Fig. 1: I/O pins on the die edge
Drawn at 3 px/µm. Pins as bars across the die edge, other pins in gray.
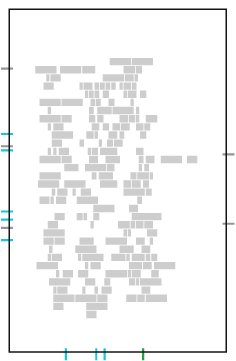
Fig. 2: selected gate families
Drawn at 3 px/µm.
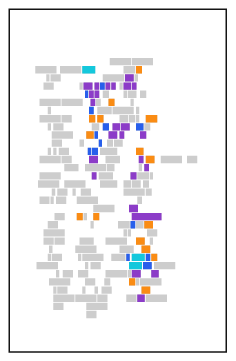
File: src/rtl/uart_rx_oversampled.sv
// UART receiver sampling the line at OVERSAMPLE ticks per bit, LSB first,
// with start-bit glitch rejection, stop-bit checking and a break-hold state.
module uart_rx_oversampled #(
    parameter int WIDTH_WORD    = 8,
    parameter int CANT_BIT_STOP = 2,
    parameter int OVERSAMPLE    = 16
) (
    input  logic                  i_clock,
    input  logic                  i_reset,
    input  logic                  i_tick,
    input  logic                  i_rx,
    output logic [WIDTH_WORD-1:0] o_data,
    output logic                  o_rx_done,
    output logic                  o_frame_error
);

    localparam int TW = $clog2(OVERSAMPLE);
    localparam int BW = $clog2(WIDTH_WORD + 1);

    localparam logic [TW-1:0] TICK_MID  = TW'(OVERSAMPLE / 2 - 1);
    localparam logic [TW-1:0] TICK_LAST = TW'(OVERSAMPLE - 1);
    localparam logic [BW-1:0] LAST_DATA = BW'(WIDTH_WORD - 1);
    localparam logic [BW-1:0] LAST_STOP = BW'(CANT_BIT_STOP - 1);

    typedef enum logic [2:0] {
        S_IDLE,
        S_START,
        S_DATA,
        S_STOP,
        S_BREAK
    } state_t;

    logic rx_meta;
    logic rx_s;

    state_t                state_q, state_d;
    logic [TW-1:0]         tick_q, tick_d;
    logic [BW-1:0]         bit_q, bit_d;
    logic [WIDTH_WORD-1:0] shift_q, shift_d;
    logic                  err_q, err_d;
    logic [WIDTH_WORD-1:0] data_q, data_d;
    logic                  done_q, done_d;
    logic                  ferr_q, ferr_d;

    // Idle-high synchroniser so reset never looks like a start bit.
    always_ff @(posedge i_clock) begin
        if (i_reset) begin
            rx_meta <= 1'b1;
            rx_s    <= 1'b1;
        end else begin
            rx_meta <= i_rx;
            rx_s    <= rx_meta;
        end
    end

    always_ff @(posedge i_clock) begin
        if (i_reset) begin
            state_q <= S_IDLE;
            tick_q  <= '0;
            bit_q   <= '0;
            shift_q <= '0;
            err_q   <= 1'b0;
            data_q  <= '0;
            done_q  <= 1'b0;
            ferr_q  <= 1'b0;
        end else begin
            state_q <= state_d;
            tick_q  <= tick_d;
            bit_q   <= bit_d;
            shift_q <= shift_d;
            err_q   <= err_d;
            data_q  <= data_d;
            done_q  <= done_d;
            ferr_q  <= ferr_d;
        end
    end

    always_comb begin
        state_d = state_q;
        tick_d  = tick_q;
        bit_d   = bit_q;
        shift_d = shift_q;
        err_d   = err_q;
        data_d  = data_q;
        done_d  = 1'b0;
        ferr_d  = 1'b0;

        case (state_q)
            S_IDLE: begin
                tick_d = '0;
                bit_d  = '0;
                err_d  = 1'b0;
                if (!rx_s) begin
                    state_d = S_START;
                end
            end

            S_START: begin
                if (i_tick) begin
                    if (tick_q == TICK_MID) begin
                        tick_d  = '0;
                        state_d = rx_s ? S_IDLE : S_DATA;
                    end else begin
                        tick_d = tick_q + 1'b1;
                    end
                end
            end

            S_DATA: begin
                if (i_tick) begin
                    if (tick_q == TICK_LAST) begin
                        tick_d  = '0;
                        shift_d = {rx_s, shift_q[WIDTH_WORD-1:1]};
                        if (bit_q == LAST_DATA) begin
                            bit_d   = '0;
                            state_d = S_STOP;
                        end else begin
                            bit_d = bit_q + 1'b1;
                        end
                    end else begin
                        tick_d = tick_q + 1'b1;
                    end
                end
            end

            S_STOP: begin
                if (i_tick) begin
                    if (tick_q == TICK_LAST) begin
                        tick_d = '0;
                        if (!rx_s) begin
                            err_d = 1'b1;
                        end
                        // The final sample is folded in directly since err_q lags by a cycle.
                        if (bit_q == LAST_STOP) begin
                            bit_d = '0;
                            err_d = 1'b0;
                            if (err_q || !rx_s) begin
                                ferr_d  = 1'b1;
                                state_d = S_BREAK;
                            end else begin
                                data_d  = shift_q;
                                done_d  = 1'b1;
                                state_d = S_IDLE;
                            end
                        end else begin
                            bit_d = bit_q + 1'b1;
                        end
                    end else begin
                        tick_d = tick_q + 1'b1;
                    end
                end
            end

            S_BREAK: begin
                if (rx_s) begin
                    state_d = S_IDLE;
                end
            end

            default: begin
                state_d = S_IDLE;
            end
        endcase
    end

    assign o_data        = data_q;
    assign o_rx_done     = done_q;
    assign o_frame_error = ferr_q;

endmodule

File: config.mk
export PLATFORM = sky130hd
export DESIGN_NAME = uart_rx_oversampled
export DESIGN_NICKNAME = d
export VERILOG_FILES = /design/src/rtl/uart_rx_oversampled.sv
export SDC_FILE = /design/constraint.sdc
export NUM_CORES = 1
export LEC_CHECK = 0
export CAP_MARGIN = 5
export CORE_ASPECT_RATIO = 1.75
export CORE_MARGIN = 8
export CORE_UTILIZATION = 28
export DETAILED_ROUTE_END_ITERATION = 10
export GPL_TIMING_DRIVEN = 0
export HOLD_SLACK_MARGIN = 0.12
export MAX_ROUTING_LAYER = met4
export PLACE_DENSITY_LB_ADDON = 0.12
export SLEW_MARGIN = 20
export SYNTH_ARGS = -nofsm -noshare
export SYNTH_HDL_FRONTEND = slang
export SYNTH_SLANG_ARGS = --single-unit
export TNS_END_PERCENT = 5
File: constraint.sdc
create_clock -name i_clock -period 4.2 [get_ports i_clock]
set_input_delay 0.63 -clock i_clock [delete_from_list [all_inputs] [get_ports i_clock]]
set_output_delay 0.63 -clock i_clock [all_outputs]
set_load 0.05 [all_outputs]
==> qor.yml <==
synth_area_um2: 1530
cts_resized: 0
dr_total_vias: 1218
ir_drop_mv: 0.249
power.switching_uw: 130
area_growth_pct: 18.7
worstRegToRegCells: 5
use_met2_pct: 17.2
r2r_end: "bit_q[2]"
finalSetupViolations: 0
seq_area_share_pct: 35.3
power_density_nw_per_um2: 326
grt_pass1_vias: 1200
dpl_worst_slack_ps: 1610
cts_hold_buf: 0
worstSetupPathType: "in2reg"
ant_nets: 0
seq_cell_count: 32
drv_cap: 0
period_minus_slack_ps: 2240
routed_wirelength_mm: 3.45
top_area_cell: "dfxtp_1"
drive_gt1_share_pct: 12.8
asyncSetResetFlopFracSynth_pct: 0
gp_congestion: 0.785
p_int_uw: 462
crit_chain: "clkdlybuf4s50_1 > clkbuf_1 > clkbuf_1 > clkbuf_1 > nor2_1"
synth-compound-area-share_pct: 14.6
topCombFamilyByArea: "simple AND/OR/NAND/NOR gates"
clk_pin_slew_ps: 60
area_leaders: "dfxtp_1 42%, mux2i_1 10%, nor2_1 5.6%"
edf_count: 0
whs_path_depth: 1
cts_tree: "built"
nonClkBufAreaFrac_pct: 9.79
via_per_inst: 5.18
cts_made_buffers: 5
tightest_slew_ps: 599
fin_crit_sh_pct: 53.4
ys_sh_adder_pct: 2.45
finish.utilization_pct: 34.5
finalInstanceArea_um2: 1810
dieArea_um2: 8170
flop_cell: "dfxtp_1"
fp-utilization_pct: 29.1
signal_buffers: 23
yosys_warnings: 0
status: "complete, no violations"
power.group.top: "registers"
multi_input_comb_cells: 116
fmax_mhz: 446
synth_top_cell_by_count: "dfxtp_1"
numClockSinks: 32
ys_chip_area_um2: 1530
ys_sh_mux_pct: 11.2
ys_cells: 161
critPathLaunch: "i_reset"
root_buffer: "clkbuf_8"
hp-start: "rx_meta"
inverters_excl_clock: 2
holdWs_ps: 413
clkPwrFrac_pct: 42.7
simple_gate_area_share_pct: 24.0
totalPowerFinal_uw: 591
dp_hpwl_mm: 2.61
dp.cells: 228
top_layer_used: "met4"
grt_start_max_net_pins: 11
warning_count: 27
p_leak_uw: 0.000605
io_pins: 14
rsz0062_at_grt: "no"
seqCellArea_um2: 641
worst-path-buf-inv: 4
synth-seq-cells: 32
Notes on Fig. 1 above:
Green shows `o_rx_done`, pins 1, direction output, edge south. Cyan shows `o_data`, pins 8, direction output, edge 5 west, 3 south.
All pins by edge: 8 west, 4 south, 2 east.
I/O Buffers: 12
DIE HEIGHT: 114 µm

Notes on Fig. 2 above:
Blue shows NAND gates, cells 13. Purple shows inverting AOI/OAI gates, cells 25. Orange shows AND and OR gates, cells 16. Cyan shows adder and majority cells, cells 3.
Top cell excl fill/tap: dfxtp_1
logic share of the area: 45.4%
post-route insts no fill: 235

